**Floorplan with the power grid**

Pins as bars on the die edge. Tap cells in gray.
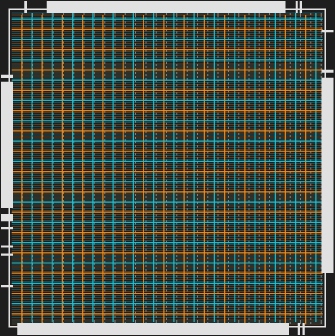
**Placed cells, one color a class**

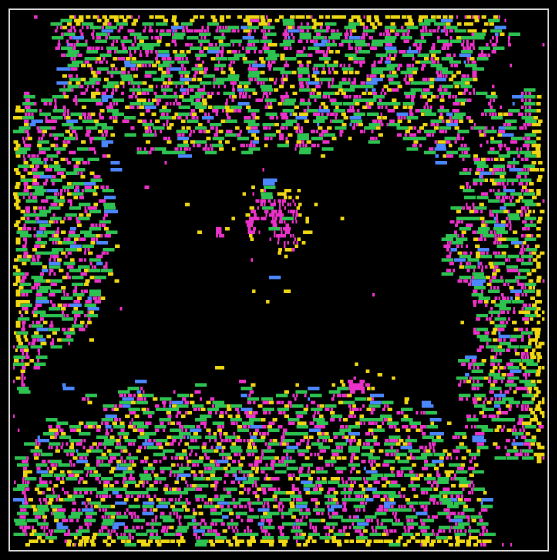
**Clock network drawn from the DEF**

Bar = 100 microns.
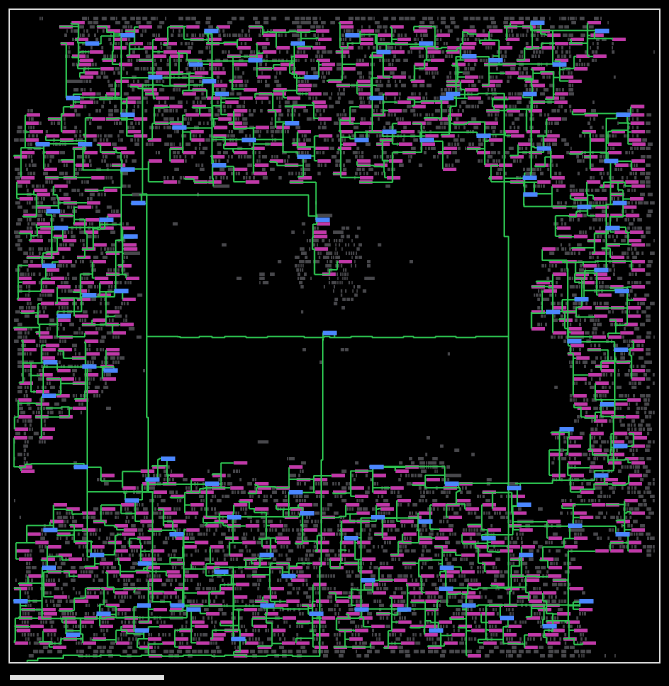
**Wiring by layer**

Bar = 100 microns.
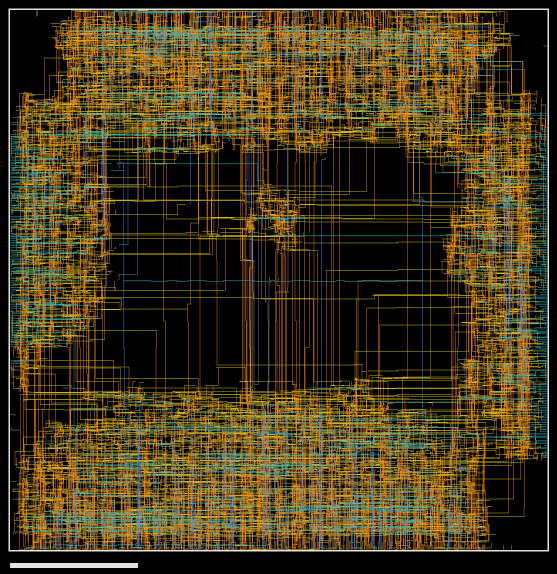
==> config.mk <==
export PLATFORM = sky130hd
export DESIGN_NAME = reg_write_decoder
export DESIGN_NICKNAME = d
export VERILOG_FILES = /design/src/rtl/reg_write_decoder_pkg.sv /design/src/rtl/reg_write_decoder_dec5to32.sv /design/src/rtl/reg_write_decoder.sv
export SDC_FILE = /design/constraint.sdc
export NUM_CORES = 2
export LEC_CHECK = 0
export ABC_AREA = 1
export ABC_CLOCK_PERIOD_IN_PS = 46800
export CORE_AREA = 2 2 419 421
export CTS_CLUSTER_DIAMETER = 150
export DETAILED_ROUTE_END_ITERATION = 6
export DIE_AREA = 0 0 421 423
export PLACE_DENSITY = 0.52
export SETUP_SLACK_MARGIN = 0.1
export SLEW_MARGIN = 20
export SYNTH_ARGS = -nofsm -noshare
export SYNTH_HDL_FRONTEND = slang
export SYNTH_SLANG_ARGS = --single-unit
export TNS_END_PERCENT = 100
==> constraint.sdc <==
create_clock -name clk -period 46.8 [get_ports clk]
set_input_delay 9.36 -clock clk [delete_from_list [all_inputs] [get_ports clk]]
set_output_delay 9.36 -clock clk [all_outputs]
set_load 0.005 [all_outputs]
==> impl_metrics.ini <==
; synthesis and place-and-route metrics
[yosys]
ys_sh_adder_pct = 0.174
edf_count = 0
dominantRegCellSynth = dfrtp_1
top_area_share_pct = 58.1

[outcome]
outcome = complete, but fails checks
violations = DRC

[clocking]
htreeDepth = 3
cts_made_buffers = 116

[pwr]
internal_power_uw = 1550

[placed_design]
dp_hpwl_microns = 152000

[cells_and_area]
lay_top_count = nand3_1
clock_cell_area_share_pct = 6.68
layout_top_cells = nand3_1 (1541), nand2_1 (1031), clkdlybuf4s50_1 (1003), dfrtp_1 (999), nand4_1 (549)
drive_gt1_share_pct = 6.96
seq_area_sq_um = 25000

[sta]
hold_ws_ns = 0.493
period_needed_ns = 20.01

[setup_path]
startpoint_type = primary input
cp.required_ns = 37.44

[route]
drt_iter0_markers = 5136
remaining_drc_errors = 1
Back to the opening pictures, 'floorplan with the power grid':
- VDD: cyan
- VSS: orange
- signal pins: 1072
- rows: 153
VDD IR max: 0.0283 mV
Die Width: 421 microns
core area: 173000 sq um
floorplan die height: 423 microns

Back to the opening pictures, 'placed cells, one color a class':
- clock drivers and dummy loads: blue (cells 211)
- flip-flops: green (cells 999)
- all other logic: magenta (cells 3270)
- other buffers and delay cells: yellow (cells 1155)
Seq/total area: 42.3%
Rows: 153

Back to the opening pictures, 'clock network drawn from the DEF':
- clock wires: green (length 15300 microns)
- flip-flops: magenta (count 999)
- cells driving clock nets: blue (count 116)
- flops lie: all over the die
Clock group: 954 uW
Clock Power Share: 43.8%

Back to the opening pictures, 'wiring by layer':
- met4: blue (wire length 16900 microns)
- met1: yellow (wire length 90.5 mm)
- met3: cyan (wire length 21.9 mm)
- met2: orange (wire length 107 mm)
final WL: 237000 microns
DR vias: 43100
Overall Global Routing Usage: 25.5%
wire length per cell: 29.7 microns

Power figures rest on the tool's default switching activity, not on a simulated workload.
